**src/rtl/vec_mem_sequencer_if.sv**
```systemverilog
// Request/micro-op bundle between decode, the vector sequencer and the memory port.
// master = upstream/downstream environment, slave = the sequencer itself.
interface vec_mem_sequencer_if #(
   parameter int MAX_VL = 16,
   parameter int ADDR_W = 16,
   parameter int VLEN_W = 5
);
   localparam int IDX_W = $clog2(MAX_VL);

   logic              in_valid;
   logic              in_ready;
   logic              in_is_store;
   logic [1:0]        in_mode;
   logic [ADDR_W-1:0] in_base;
   logic [ADDR_W-1:0] in_stride;
   logic [4:0]        in_vreg;
   logic [VLEN_W-1:0] in_vlen;
   logic [MAX_VL-1:0] in_mask;
   logic              flush;
   logic              uop_valid;
   logic              uop_ready;
   logic              uop_is_store;
   logic [ADDR_W-1:0] uop_addr;
   logic [IDX_W-1:0]  uop_elem;
   logic [4:0]        uop_vreg;
   logic              uop_last;
   logic              busy;
   logic              done;

   modport master (
      output in_valid, in_is_store, in_mode, in_base, in_stride, in_vreg, in_vlen, in_mask,
      output flush, uop_ready,
      input  in_ready, uop_valid, uop_is_store, uop_addr, uop_elem, uop_vreg, uop_last,
      input  busy, done
   );

   modport slave (
      input  in_valid, in_is_store, in_mode, in_base, in_stride, in_vreg, in_vlen, in_mask,
      input  flush, uop_ready,
      output in_ready, uop_valid, uop_is_store, uop_addr, uop_elem, uop_vreg, uop_last,
      output busy, done
   );
endinterface

```
**src/rtl/vec_mem_sequencer.sv**
```systemverilog
// Expands one vector LW/SW request into per-element micro-ops (unit, strided, masked).
// First micro-op 1 cycle after accept, then one per cycle; outputs hold while uop_ready is low.
module vec_mem_sequencer #(
   parameter int MAX_VL = 16,
   parameter int ADDR_W = 16,
   parameter int VLEN_W = 5
) (
   input logic                clk,
   input logic                rst_n,
   vec_mem_sequencer_if.slave sq
);
   localparam int IDX_W = $clog2(MAX_VL);

   typedef enum logic [1:0] {S_IDLE, S_RUN, S_FIN} state_t;

   state_t            r_state;
   logic [MAX_VL-1:0] r_pend;
   logic [ADDR_W-1:0] r_base;
   logic [ADDR_W-1:0] r_stride;
   logic [ADDR_W-1:0] r_addr;
   logic [IDX_W-1:0]  r_elem;
   logic [4:0]        r_vreg;
   logic              r_is_store;
   logic              r_valid;
   logic              r_last;
   logic              r_done;

   logic [MAX_VL-1:0] w_lmask;
   logic [MAX_VL-1:0] w_eff_mask;
   logic [ADDR_W-1:0] w_in_stride;
   logic [MAX_VL-1:0] w_src_mask;
   logic [ADDR_W-1:0] w_src_base;
   logic [ADDR_W-1:0] w_src_stride;
   logic [IDX_W-1:0]  w_nxt_idx;
   logic [MAX_VL-1:0] w_nxt_pend;
   logic [ADDR_W-1:0] w_nxt_addr;
   logic              w_nxt_last;
   logic              w_accept;
   logic              w_hs;

   function automatic logic [IDX_W-1:0] f_lowest(input logic [MAX_VL-1:0] m);
      f_lowest = '0;
      for (int i = MAX_VL - 1; i >= 0; i--) begin
         if (m[i]) f_lowest = IDX_W'(i);
      end
   endfunction

   // Lengths above MAX_VL saturate naturally: every bit index is below them.
   always_comb begin
      w_lmask = '0;
      for (int i = 0; i < MAX_VL; i++) begin
         w_lmask[i] = (sq.in_vlen > VLEN_W'(i));
      end
   end

   assign w_eff_mask  = (sq.in_mode == 2'd2) ? (sq.in_mask & w_lmask) : w_lmask;
   assign w_in_stride = (sq.in_mode == 2'd1) ? sq.in_stride : ADDR_W'(1);

   // One shared encoder/address path: fed by the incoming request in IDLE, by the pending set in RUN.
   assign w_src_mask   = (r_state == S_IDLE) ? w_eff_mask  : r_pend;
   assign w_src_base   = (r_state == S_IDLE) ? sq.in_base  : r_base;
   assign w_src_stride = (r_state == S_IDLE) ? w_in_stride : r_stride;
   assign w_nxt_idx    = f_lowest(w_src_mask);
   assign w_nxt_pend   = w_src_mask & ~(MAX_VL'(1) << w_nxt_idx);
   assign w_nxt_addr   = w_src_base + ADDR_W'(w_nxt_idx) * w_src_stride;
   assign w_nxt_last   = ~|w_nxt_pend;

   assign w_accept = sq.in_valid && sq.in_ready;
   assign w_hs     = r_valid && sq.uop_ready;

   always_ff @(posedge clk or negedge rst_n) begin
      if (!rst_n) begin
         r_state    <= S_IDLE;
         r_pend     <= '0;
         r_base     <= '0;
         r_stride   <= '0;
         r_addr     <= '0;
         r_elem     <= '0;
         r_vreg     <= '0;
         r_is_store <= 1'b0;
         r_valid    <= 1'b0;
         r_last     <= 1'b0;
         r_done     <= 1'b0;
      end else if (sq.flush) begin
         r_state <= S_IDLE;
         r_valid <= 1'b0;
         r_last  <= 1'b0;
         r_done  <= 1'b0;
      end else begin
         case (r_state)
            S_IDLE: begin
               r_done <= 1'b0;
               if (w_accept) begin
                  r_base     <= sq.in_base;
                  r_stride   <= w_in_stride;
                  r_vreg     <= sq.in_vreg;
                  r_is_store <= sq.in_is_store;
                  if (|w_eff_mask) begin
                     r_state <= S_RUN;
                     r_valid <= 1'b1;
                     r_elem  <= w_nxt_idx;
                     r_addr  <= w_nxt_addr;
                     r_last  <= w_nxt_last;
                     r_pend  <= w_nxt_pend;
                  end else begin
                     r_state <= S_FIN;
                     r_done  <= 1'b1;
                  end
               end
            end
            S_RUN: begin
               if (w_hs) begin
                  if (r_last) begin
                     r_state <= S_FIN;
                     r_valid <= 1'b0;
                     r_last  <= 1'b0;
                     r_done  <= 1'b1;
                  end else begin
                     r_elem <= w_nxt_idx;
                     r_addr <= w_nxt_addr;
                     r_last <= w_nxt_last;
                     r_pend <= w_nxt_pend;
                  end
               end
            end
            S_FIN: begin
               r_state <= S_IDLE;
               r_done  <= 1'b0;
            end
            default: begin
               r_state <= S_IDLE;
               r_valid <= 1'b0;
               r_last  <= 1'b0;
               r_done  <= 1'b0;
            end
         endcase
      end
   end

   assign sq.in_ready     = (r_state == S_IDLE) && !sq.flush;
   assign sq.uop_valid    = r_valid;
   assign sq.uop_is_store = r_is_store;
   assign sq.uop_addr     = r_addr;
   assign sq.uop_elem     = r_elem;
   assign sq.uop_vreg     = r_vreg;
   assign sq.uop_last     = r_last;
   assign sq.busy         = (r_state != S_IDLE);
   assign sq.done         = r_done;
endmodule

```
**src/flat_wrapper.sv**
```systemverilog
// flat-port wrapper written by rule: the top's interface ports become plain ports
module vec_mem_sequencer_flat 
#(
   parameter int MAX_VL = 16,
   parameter int ADDR_W = 16,
   parameter int VLEN_W = 5
)
  (clk, rst_n, sq_in_valid, sq_in_is_store, sq_in_mode, sq_in_base, sq_in_stride, sq_in_vreg, sq_in_vlen, sq_in_mask, sq_flush, sq_uop_ready, sq_in_ready, sq_uop_valid, sq_uop_is_store, sq_uop_addr, sq_uop_elem, sq_uop_vreg, sq_uop_last, sq_busy, sq_done);
  vec_mem_sequencer_if #(.MAX_VL(MAX_VL), .ADDR_W(ADDR_W), .VLEN_W(VLEN_W)) sq_i ();
  input logic clk;
  input logic rst_n;
  input wire logic [$bits(sq_i.in_valid)-1:0] sq_in_valid;
  input wire logic [$bits(sq_i.in_is_store)-1:0] sq_in_is_store;
  input wire logic [$bits(sq_i.in_mode)-1:0] sq_in_mode;
  input wire logic [$bits(sq_i.in_base)-1:0] sq_in_base;
  input wire logic [$bits(sq_i.in_stride)-1:0] sq_in_stride;
  input wire logic [$bits(sq_i.in_vreg)-1:0] sq_in_vreg;
  input wire logic [$bits(sq_i.in_vlen)-1:0] sq_in_vlen;
  input wire logic [$bits(sq_i.in_mask)-1:0] sq_in_mask;
  input wire logic [$bits(sq_i.flush)-1:0] sq_flush;
  input wire logic [$bits(sq_i.uop_ready)-1:0] sq_uop_ready;
  output wire logic [$bits(sq_i.in_ready)-1:0] sq_in_ready;
  output wire logic [$bits(sq_i.uop_valid)-1:0] sq_uop_valid;
  output wire logic [$bits(sq_i.uop_is_store)-1:0] sq_uop_is_store;
  output wire logic [$bits(sq_i.uop_addr)-1:0] sq_uop_addr;
  output wire logic [$bits(sq_i.uop_elem)-1:0] sq_uop_elem;
  output wire logic [$bits(sq_i.uop_vreg)-1:0] sq_uop_vreg;
  output wire logic [$bits(sq_i.uop_last)-1:0] sq_uop_last;
  output wire logic [$bits(sq_i.busy)-1:0] sq_busy;
  output wire logic [$bits(sq_i.done)-1:0] sq_done;
  assign sq_i.in_valid = sq_in_valid;
  assign sq_i.in_is_store = sq_in_is_store;
  assign sq_i.in_mode = sq_in_mode;
  assign sq_i.in_base = sq_in_base;
  assign sq_i.in_stride = sq_in_stride;
  assign sq_i.in_vreg = sq_in_vreg;
  assign sq_i.in_vlen = sq_in_vlen;
  assign sq_i.in_mask = sq_in_mask;
  assign sq_i.flush = sq_flush;
  assign sq_i.uop_ready = sq_uop_ready;
  assign sq_in_ready = sq_i.in_ready;
  assign sq_uop_valid = sq_i.uop_valid;
  assign sq_uop_is_store = sq_i.uop_is_store;
  assign sq_uop_addr = sq_i.uop_addr;
  assign sq_uop_elem = sq_i.uop_elem;
  assign sq_uop_vreg = sq_i.uop_vreg;
  assign sq_uop_last = sq_i.uop_last;
  assign sq_busy = sq_i.busy;
  assign sq_done = sq_i.done;
  vec_mem_sequencer #(.MAX_VL(MAX_VL), .ADDR_W(ADDR_W), .VLEN_W(VLEN_W)) u_core (.clk(clk), .rst_n(rst_n), .sq(sq_i));
endmodule
```
**config.mk**
```make
export PLATFORM = sky130hd
export DESIGN_NAME = vec_mem_sequencer_flat
export DESIGN_NICKNAME = d
export VERILOG_FILES = /design/src/rtl/vec_mem_sequencer_if.sv /design/src/rtl/vec_mem_sequencer.sv /design/src/flat_wrapper.sv
export SDC_FILE = /design/constraint.sdc
export NUM_CORES = 1
export LEC_CHECK = 0
export CAP_MARGIN = 25
export CORE_MARGIN = 10
export CORE_UTILIZATION = 47
export DETAILED_ROUTE_END_ITERATION = 12
export PLACE_DENSITY = 0.81
export SYNTH_ARGS = -nofsm -noshare
export SYNTH_HDL_FRONTEND = slang
export SYNTH_SLANG_ARGS = --single-unit
```
**constraint.sdc**
```tcl
create_clock -name clk -period 6.19 [get_ports clk]
set_clock_uncertainty 0.15 [all_clocks]
set_input_delay 0.9285 -clock clk [delete_from_list [all_inputs] [get_ports clk]]
set_output_delay 0.9285 -clock clk [all_outputs]
set_load 0.05 [all_outputs]
```
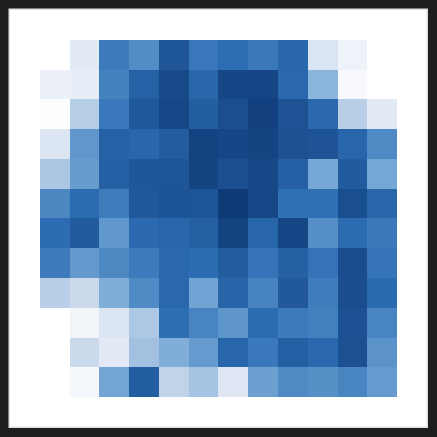
(images/density.png)
Scale: 3 px per um. The die is cut into 14 by 14 equal tiles; white is low, dark blue is high, 0 to 100% covered.
The fullest tile reaches 96%. 34% of the tiles are over 75% full. The mean over all tiles is 46%. The densest ninth of the die: middle. The emptiest ninth of the die: bottom left.
post-route core utilization: 0.655
area of the core: 13900 sq um
Initial Util: 0.478

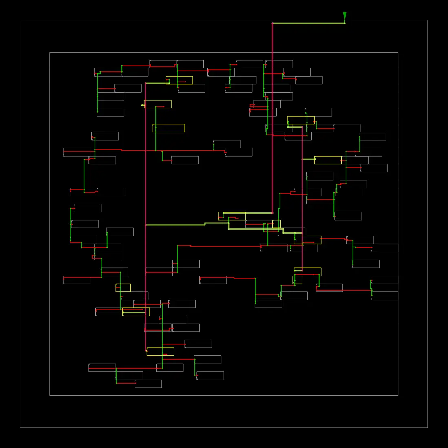
(images/final_clocks.png)
insertion delay at the late pin of the worst-skew pair: 350 ps
Seq Cell Count: 79
CTS sink count: 79

-- layer usage --
metal  GRT usage  up-vias
met1       0.254     2980
met5           0        -
met3      0.0305       29
met2       0.307      196
met4      0.0632        0
li1            -     2913
-- cell families (layout without fill, tap and decap cells) --
logic type,Yosys count,in the layout,share of synthesized area
multiplexers,44,44,0.0716
buffers and inverters,106,293,0.0765
AND/OR/NAND/NOR,254,254,0.187
XOR/XNOR,18,18,0.0279
adder cells (fa/ha/maj),57,57,0.150
flip-flops,79,79,0.298
AND-OR/OR-AND,183,183,0.189
-- layout make-up --
cell class	instances	area share
multi-input combinational	556	0.488
sequential	79	0.217
timing repair buffer	219	0.213
clock buffer	10	0.0263
inverter	61	0.0252
tap	180	0.0248
clock inverter	3	0.00509
-- tightest hold or removal path: cells and delay by family, from the launching register on --
| kind | cells | cell delay, ps |
|---|---|---|
| AOI/OAI and AO/OA | 1 | 60 |
| DFF | 1 | 340 |
| and+or+nand+nor | 1 | 40 |
-- power breakdown --
part	internal, mW	leakage (nW)	switching, mW
Sequential	0.677	0.994	0.107
Clock	0.317	0.136	0.214
Combinational	0.657	2.99	0.884
Total	1.65	4.12	1.21
-- state kept, by name (all words and copies together) (netlist names) --
signal,count
u_core.r_state,2
u_core.r_stride,16
u_core.sq.uop_addr,16
u_core.sq.uop_vreg,5
u_core.sq.done,1
u_core.sq.uop_last,1
u_core.r_base,16
u_core.r_pend,16
u_core.sq.uop_is_store,1
u_core.sq.uop_elem,4
u_core.sq.uop_valid,1
-- through the flow --
stage          hold slack (ps)  std cells  power [mW]  utilization
2_1_floorplan              290        741        1.67            -
3_3_place_gp               308       1082        2.20        0.604
3_5_place_dp               320       1082        2.22        0.604
4_1_cts                    333       1098        2.79        0.634
5_1_grt                    355       1108        3.02        0.655
6_report                   331       1108        2.86        0.655
==> notes.md <==
Results of the flow run.

The worst-case reg-to-reg setup slack stands at 340 ps. The run finished with clean final reports. The smallest setup slack after layout stands at 53.1 ps. In this run the tightest slew margin relative to its limit is 0.446. The sequential cells in the finished layout cover a total of 1980 sq um. The wire length after detailed routing stands at 19400 um. Counting every instance in the synthesized netlist gives 741. The shortest clock period the worst path allows after layout stands at 6140 ps. The area overhead of the layout relative to synthesis stands at 36.9%. Together, buffers and inverters on the worst path number 7. The total die size stands at 19300 sq um. STA shows the worst min-delay path finishing at u_core.r_pend[12]$_DFFE_PN0P_. Counting the warning lines in the Yosys log gives 0. The number of DRC violations after detailed routing stands at 0. The power per cell area stands at 314 nW/um^2. Max-slew check failures listed in the final report amount to 0. The half-perimeter wire length after detailed placement stands at 14300 um.

Among cell families on the critical path, the largest total delay comes from adder cells. The via count of the first global-routing pass stands at 6027. Data on the critical path arrives at its endpoint at 6210 ps. The max-capacitance violation count stands at 0.

The first global-routing pass estimated 30600 um of wire. The layout has 1100 filler cells. The pin count of the biggest net entering global routing stands at 80.
No activity file was given, so power comes from the tool's default toggle rates.
